### Clock network drawn from the DEF

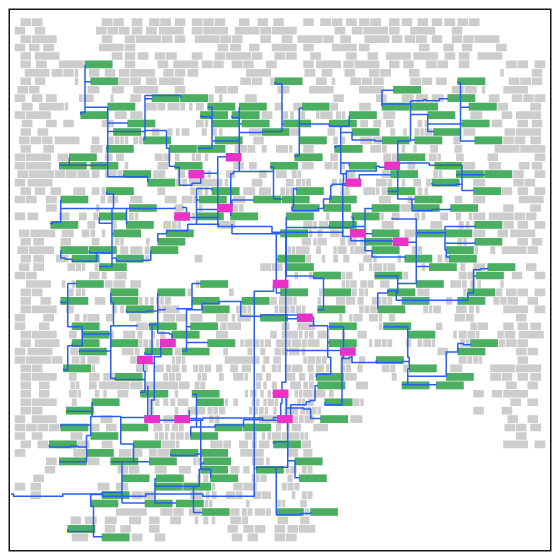
### Signal wires on met4

Bar = 50 microns. Supply wires on this layer in gray.
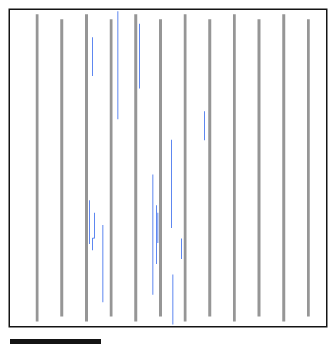
### Placed standard cells

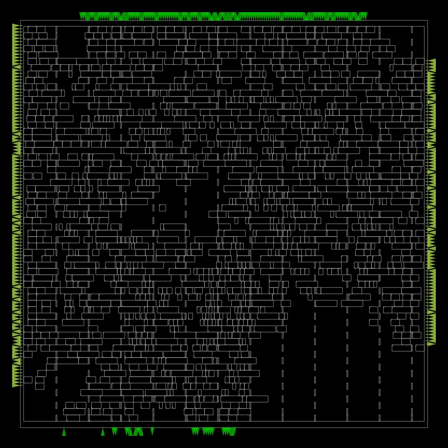
### Where the registers sit

Other sequential cells in the stronger gray, the rest of the logic in the fainter gray.
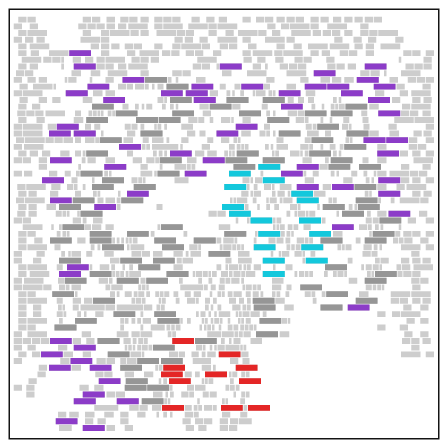
## src/rtl/uart_frame_loader.sv

```systemverilog
`default_nettype none
// ============================================================================
// Module      : uart_frame_loader
// Description : Turns framed UART command bytes into multi-word burst writes
//               and read-backs on NUM_CH memory channels.
//               Frame = {rd,2'b00,ch[4:0]}, addr[7:0], addr[15:8], N-1,
//               followed by N*BYTES payload bytes for writes.
//               Reads return N words over tx, least-significant byte first.
// Ports       : clk_in/rst_in         clock, asynchronous active-low reset
//               rx_data/rx_valid      incoming byte stream
//               tx_data/tx_valid/     outgoing read-back bytes
//               tx_ready              (valid is held until ready)
//               mem_addr/mem_wdata/   shared memory port, one-hot
//               mem_we/mem_re/        write/read enables, channel c read
//               mem_rdata             data in mem_rdata[c*WIDTH +: WIDTH]
//               busy/frame_done/      status: not idle, normal completion,
//               frame_err             error pulse
// Revision    : 1.0 - initial release
// ============================================================================
module uart_frame_loader #(
    parameter int NUM_CH         = 4,
    parameter int WIDTH          = 64,
    parameter int ADDR_W         = 11,
    parameter int RD_LATENCY     = 2,
    parameter int TIMEOUT_CYCLES = 100000
) (
    input  logic                    clk_in,
    input  logic                    rst_in,
    input  logic [7:0]              rx_data,
    input  logic                    rx_valid,
    output logic [7:0]              tx_data,
    output logic                    tx_valid,
    input  logic                    tx_ready,
    output logic [ADDR_W-1:0]       mem_addr,
    output logic [WIDTH-1:0]        mem_wdata,
    output logic [NUM_CH-1:0]       mem_we,
    output logic [NUM_CH-1:0]       mem_re,
    input  logic [NUM_CH*WIDTH-1:0] mem_rdata,
    output logic                    busy,
    output logic                    frame_done,
    output logic                    frame_err
);

    localparam int c_BYTES  = WIDTH / 8;
    localparam int c_BCNT_W = (c_BYTES > 1) ? $clog2(c_BYTES) : 1;
    localparam int c_LAT_W  = $clog2(RD_LATENCY + 1);
    localparam int c_TMO_W  = $clog2(TIMEOUT_CYCLES + 1);

    localparam logic [3:0] c_HDR_CMD = 4'd0;
    localparam logic [3:0] c_HDR_AL  = 4'd1;
    localparam logic [3:0] c_HDR_AH  = 4'd2;
    localparam logic [3:0] c_HDR_LEN = 4'd3;
    localparam logic [3:0] c_WR_FILL = 4'd4;
    localparam logic [3:0] c_DISCARD = 4'd5;
    localparam logic [3:0] c_RD_REQ  = 4'd6;
    localparam logic [3:0] c_RD_WAIT = 4'd7;
    localparam logic [3:0] c_RD_SEND = 4'd8;

    logic [3:0]          r_state;
    logic [3:0]          w_state_nxt;
    logic                r_rd;
    logic [4:0]          r_ch;
    logic [7:0]          r_addr_lo;
    logic [ADDR_W-1:0]   r_addr;
    logic [7:0]          r_len;        // words remaining minus one
    logic [WIDTH-1:0]    r_word;
    logic [c_BCNT_W-1:0] r_byte_cnt;
    logic [c_LAT_W-1:0]  r_lat;
    logic [c_TMO_W-1:0]  r_tmo;
    logic [NUM_CH-1:0]   r_mem_we;
    logic [WIDTH-1:0]    r_mem_wdata;
    logic                r_frame_done;
    logic                r_frame_err;
    logic                r_err_pend;

    logic                w_err_set;
    logic                w_done_set;
    logic                w_timed;
    logic                w_tmo_hit;
    logic                w_byte_last;
    logic                w_lat_hit;
    logic                w_ch_ok;
    logic [NUM_CH-1:0]   w_ch_onehot;
    logic [WIDTH-1:0]    w_rd_slice;
    logic [WIDTH-1:0]    w_fill_word;

    // ------------------------------------------------------------------
    // Shared decode
    // ------------------------------------------------------------------
    assign w_timed     = (r_state == c_HDR_AL)  || (r_state == c_HDR_AH) ||
                         (r_state == c_HDR_LEN) || (r_state == c_WR_FILL) ||
                         (r_state == c_DISCARD);
    assign w_tmo_hit   = (r_tmo == c_TMO_W'(TIMEOUT_CYCLES - 1)) && !rx_valid;
    assign w_byte_last = (r_byte_cnt == c_BCNT_W'(c_BYTES - 1));
    assign w_lat_hit   = (r_lat == c_LAT_W'(RD_LATENCY));
    assign w_ch_ok     = ({27'd0, r_ch} < 32'(NUM_CH));
    // Payload arrives LSB first, so each new byte enters at the top and the
    // word shifts down; after BYTES bytes the first one sits in [7:0].
    assign w_fill_word = WIDTH'({rx_data, r_word} >> 8);

    always_comb begin
        w_ch_onehot = '0;
        w_rd_slice  = '0;
        for (int c = 0; c < NUM_CH; c++) begin
            if (r_ch == 5'(c)) begin
                w_ch_onehot[c] = 1'b1;
                w_rd_slice     = mem_rdata[c*WIDTH +: WIDTH];
            end
        end
    end

    // ------------------------------------------------------------------
    // State register
    // ------------------------------------------------------------------
    always_ff @(posedge clk_in or negedge rst_in) begin
        if (!rst_in) begin
            r_state <= c_HDR_CMD;
        end else begin
            r_state <= w_state_nxt;
        end
    end

    // ------------------------------------------------------------------
    // Next-state logic and frame events
    // ------------------------------------------------------------------
    always_comb begin
        w_state_nxt = r_state;
        w_err_set   = 1'b0;
        w_done_set  = 1'b0;
        case (r_state)
            c_HDR_CMD: begin
                if (rx_valid) w_state_nxt = c_HDR_AL;
            end
            c_HDR_AL, c_HDR_AH: begin
                if (rx_valid) begin
                    w_state_nxt = (r_state == c_HDR_AL) ? c_HDR_AH : c_HDR_LEN;
                end else if (w_tmo_hit) begin
                    w_err_set   = 1'b1;
                    w_state_nxt = c_HDR_CMD;
                end
            end
            c_HDR_LEN: begin
                if (rx_valid) begin
                    if (w_ch_ok) begin
                        w_state_nxt = r_rd ? c_RD_REQ : c_WR_FILL;
                    end else begin
                        // Bad channel on a write still has to swallow its payload.
                        w_err_set   = 1'b1;
                        w_state_nxt = r_rd ? c_HDR_CMD : c_DISCARD;
                    end
                end else if (w_tmo_hit) begin
                    w_err_set   = 1'b1;
                    w_state_nxt = c_HDR_CMD;
                end
            end
            c_WR_FILL, c_DISCARD: begin
                if (rx_valid) begin
                    if (w_byte_last && (r_len == 8'd0)) begin
                        w_done_set  = (r_state == c_WR_FILL);
                        w_state_nxt = c_HDR_CMD;
                    end
                end else if (w_tmo_hit) begin
                    w_err_set   = 1'b1;
                    w_state_nxt = c_HDR_CMD;
                end
            end
            c_RD_REQ: begin
                w_err_set   = rx_valid;
                w_state_nxt = c_RD_WAIT;
            end
            c_RD_WAIT: begin
                w_err_set = rx_valid;
                if (w_lat_hit) w_state_nxt = c_RD_SEND;
            end
            c_RD_SEND: begin
                w_err_set = rx_valid;
                if (tx_ready && w_byte_last) begin
                    if (r_len == 8'd0) begin
                        w_done_set  = 1'b1;
                        w_state_nxt = c_HDR_CMD;
                    end else begin
                        w_state_nxt = c_RD_REQ;
                    end
                end
            end
            default: begin
                w_state_nxt = c_HDR_CMD;
            end
        endcase
    end

    // ------------------------------------------------------------------
    // Outputs decoded from the current state
    // ------------------------------------------------------------------
    always_comb begin
        mem_re   = '0;
        tx_valid = 1'b0;
        tx_data  = '0;
        if (r_state == c_RD_REQ) begin
            mem_re = w_ch_onehot;
        end
        if (r_state == c_RD_SEND) begin
            tx_valid = 1'b1;
            tx_data  = r_word[7:0];
        end
    end

    assign busy       = (r_state != c_HDR_CMD);
    assign mem_addr   = r_addr;
    assign mem_we     = r_mem_we;
    assign mem_wdata  = r_mem_wdata;
    assign frame_done = r_frame_done;
    assign frame_err  = r_frame_err;

    // ------------------------------------------------------------------
    // Datapath
    // ------------------------------------------------------------------
    always_ff @(posedge clk_in or negedge rst_in) begin
        if (!rst_in) begin
            r_rd         <= 1'b0;
            r_ch         <= '0;
            r_addr_lo    <= '0;
            r_addr       <= '0;
            r_len        <= '0;
            r_word       <= '0;
            r_byte_cnt   <= '0;
            r_lat        <= '0;
            r_tmo        <= '0;
            r_mem_we     <= '0;
            r_mem_wdata  <= '0;
            r_frame_done <= 1'b0;
            r_frame_err  <= 1'b0;
            r_err_pend   <= 1'b0;
        end else begin
            r_mem_we     <= '0;
            r_frame_done <= w_done_set;
            // A stray rx byte on the final read handshake would collide with
            // the done pulse; the error is held back one cycle instead.
            r_frame_err  <= (w_err_set || r_err_pend) && !w_done_set;
            r_err_pend   <= (w_err_set || r_err_pend) && w_done_set;

            if (rx_valid || !w_timed) begin
                r_tmo <= '0;
            end else begin
                r_tmo <= r_tmo + c_TMO_W'(1);
            end

            // Write address advances after the pulse so mem_addr is correct
            // during the pulse cycle itself.
            if (r_mem_we != '0) begin
                r_addr <= r_addr + ADDR_W'(1);
            end

            case (r_state)
                c_HDR_CMD: begin
                    if (rx_valid) begin
                        r_rd <= rx_data[7];
                        r_ch <= rx_data[4:0];
                    end
                end
                c_HDR_AL: begin
                    if (rx_valid) r_addr_lo <= rx_data;
                end
                c_HDR_AH: begin
                    if (rx_valid) r_addr <= ADDR_W'({rx_data, r_addr_lo});
                end
                c_HDR_LEN: begin
                    if (rx_valid) begin
                        r_len      <= rx_data;
                        r_byte_cnt <= '0;
                    end
                end
                c_WR_FILL, c_DISCARD: begin
                    if (rx_valid) begin
                        r_word <= w_fill_word;
                        if (w_byte_last) begin
                            r_byte_cnt <= '0;
                            r_len      <= r_len - 8'd1;
                            if (r_state == c_WR_FILL) begin
                                r_mem_we    <= w_ch_onehot;
                                r_mem_wdata <= w_fill_word;
                            end
                        end else begin
                            r_byte_cnt <= r_byte_cnt + c_BCNT_W'(1);
                        end
                    end
                end
                c_RD_REQ: begin
                    r_lat <= c_LAT_W'(1);
                end
                c_RD_WAIT: begin
                    if (w_lat_hit) begin
                        r_word     <= w_rd_slice;
                        r_byte_cnt <= '0;
                    end else begin
                        r_lat <= r_lat + c_LAT_W'(1);
                    end
                end
                c_RD_SEND: begin
                    if (tx_ready) begin
                        r_word <= r_word >> 8;
                        if (w_byte_last) begin
                            r_byte_cnt <= '0;
                            r_len      <= r_len - 8'd1;
                            r_addr     <= r_addr + ADDR_W'(1);
                        end else begin
                            r_byte_cnt <= r_byte_cnt + c_BCNT_W'(1);
                        end
                    end
                end
                default: begin
                end
            endcase
        end
    end

endmodule
`default_nettype wire

```

## config.mk

```make
export PLATFORM = sky130hd
export DESIGN_NAME = uart_frame_loader
export DESIGN_NICKNAME = d
export VERILOG_FILES = /design/src/rtl/uart_frame_loader.sv
export SDC_FILE = /design/constraint.sdc
export NUM_CORES = 1
export LEC_CHECK = 0
export CAP_MARGIN = 20
export CORE_UTILIZATION = 35
export CTS_BUF_LIST = sky130_fd_sc_hd__clkbuf_4 sky130_fd_sc_hd__clkbuf_8
export DETAILED_ROUTE_END_ITERATION = 10
export GPL_TIMING_DRIVEN = 0
export PLACE_DENSITY = 0.62
export SETUP_SLACK_MARGIN = 0.15
export SLEW_MARGIN = 20
export SYNTH_ARGS = -nofsm -noshare
export SYNTH_HDL_FRONTEND = slang
export SYNTH_SLANG_ARGS = --single-unit
```

## constraint.sdc

```tcl
create_clock -name clk_in -period 6.4 [get_ports clk_in]
set_clock_uncertainty 0.2 [all_clocks]
set_input_delay 0.64 -clock clk_in [delete_from_list [all_inputs] [get_ports clk_in]]
set_output_delay 0.64 -clock clk_in [all_outputs]
set_load 0.02 [all_outputs]
```

==> summary.txt <==
fresh numbers from the pnr run: GP Congestion=0.911, number of non-clock buffers=430, Synth top cells by count=194 x dfrtp_1, 101 x nand2_1, 81 x mux2_2, non-clk buf share=26.7%, Placed Cells=1643, I/O Buffers=361, die area=30200 sq um, CP Launch Point=r_state[2]$_DFFE_PN0P_, root buf cell=clkbuf_8, Setup crit end=mem_re[1], top_reg_cell synth=dfrtp_1, Crit Path Category=flop to primary output, Worst setup EP type=primary output, DR iter-0 viols=768, post-CTS sizing=0, hold path depth=1, post-DP HPWL=26800 microns, pwr dens=320 nW/um^2, hold endpoint=mem_addr[2]$_DFF_PN0_, Cell Int Power=2.90 mW, Post-synth seq share=46.9%, CP max FO=10, Clock Sinks=194, Synth Area per Inst=11.5 sq um, AND-OR/OR-AND share of the synthesized area=13.1%, TritonRoute pass-1 iters=5, LEAKAGE=6.07 nW, Final Hold Violation Tally=0, critical path's largest stage delay=700 ps, Final min period=3850 ps, RSZ-0062 raised after global routing=false, Final Setup Violations=0, logic area=5140 sq um, Async SR Flop Fraction=100%, Setup Buffers After CTS=0, Post-CTS Hold Buffers=1, TritonCTS clock tree=done, vias in the first global route=9261, All-Layer GR Usage=23.1%, ANT cells=0, initial antenna violation count=1, # DRC=0, Top Consumer=combinational cells, fin crit share=60.1%, worst r2r path cells=6, Synth Cell Area=10300 sq um, Comb pwr share=44.1%, EDFF count, synth=0, OpenROAD warning count=26, Top cells excl fill/tap=360 x clkdlybuf4s50_1, 194 x dfrtp_1, 101 x nand2_1, 81 x mux2_2, 78 x o21ai_0, final instance area=15000 sq um, Top cell area share=46.9%, first-pass GRT wire length=53700 microns, routed vias/inst=5.38, sequential share of power=36.8%, Synth logic family=multiplexers, DRT met1 WL=14700 microns, overall power=4.79 mW, combinational power=2.11 mW, Gate Count Post-Synth=896, buffer depth of the longest clock path=2, Post-Synth Adder-Cell Area=0.726%, TNS Setup=0 ps, Net Sw Power=1.88 mW, CP arrival=3010 ps, slowest CP cell=clkdlybuf4s50_1, outcome=finished, final reports clean
Notes on 'Clock network drawn from the DEF' above:
[clock wires] blue | length: 2470 microns
[clock drivers] magenta | count: 17
[flip-flops] green | count: 194
flops lie: all over the die
routed clock nets: 18
clk pwr: 0.913 mW
worst skew pair latency: 470 ps
Clk pwr share: 19.1%

Notes on 'Signal wires on met4' above:
longest straight run: 66.0 microns
share of all routed wire: 1.2%
wire length on this layer: 419 microns
main direction: vertical
nets with wire on the layer: 10
routed via count: 9011
WL final: 34600 microns

Notes on 'Placed standard cells' above:
flop count: 194
final cell count without fillers: 1676
n_taps: 384
final core occ: 51.9%
FILL cells: 2580

Notes on 'Where the registers sit' above:
| name in the netlist | color | sequential cells | where |
|---|---|---|---|
| r_tmo | cyan | 17 | center |
| mem_addr | red | 11 | south |
| mem_wdata | purple | 64 | all over the die |
Register Area: 4850 sq um
flop share of the area: 32.4%
reported sequential group power: 1.76 mW

Power is estimated from default activity; no workload was simulated.
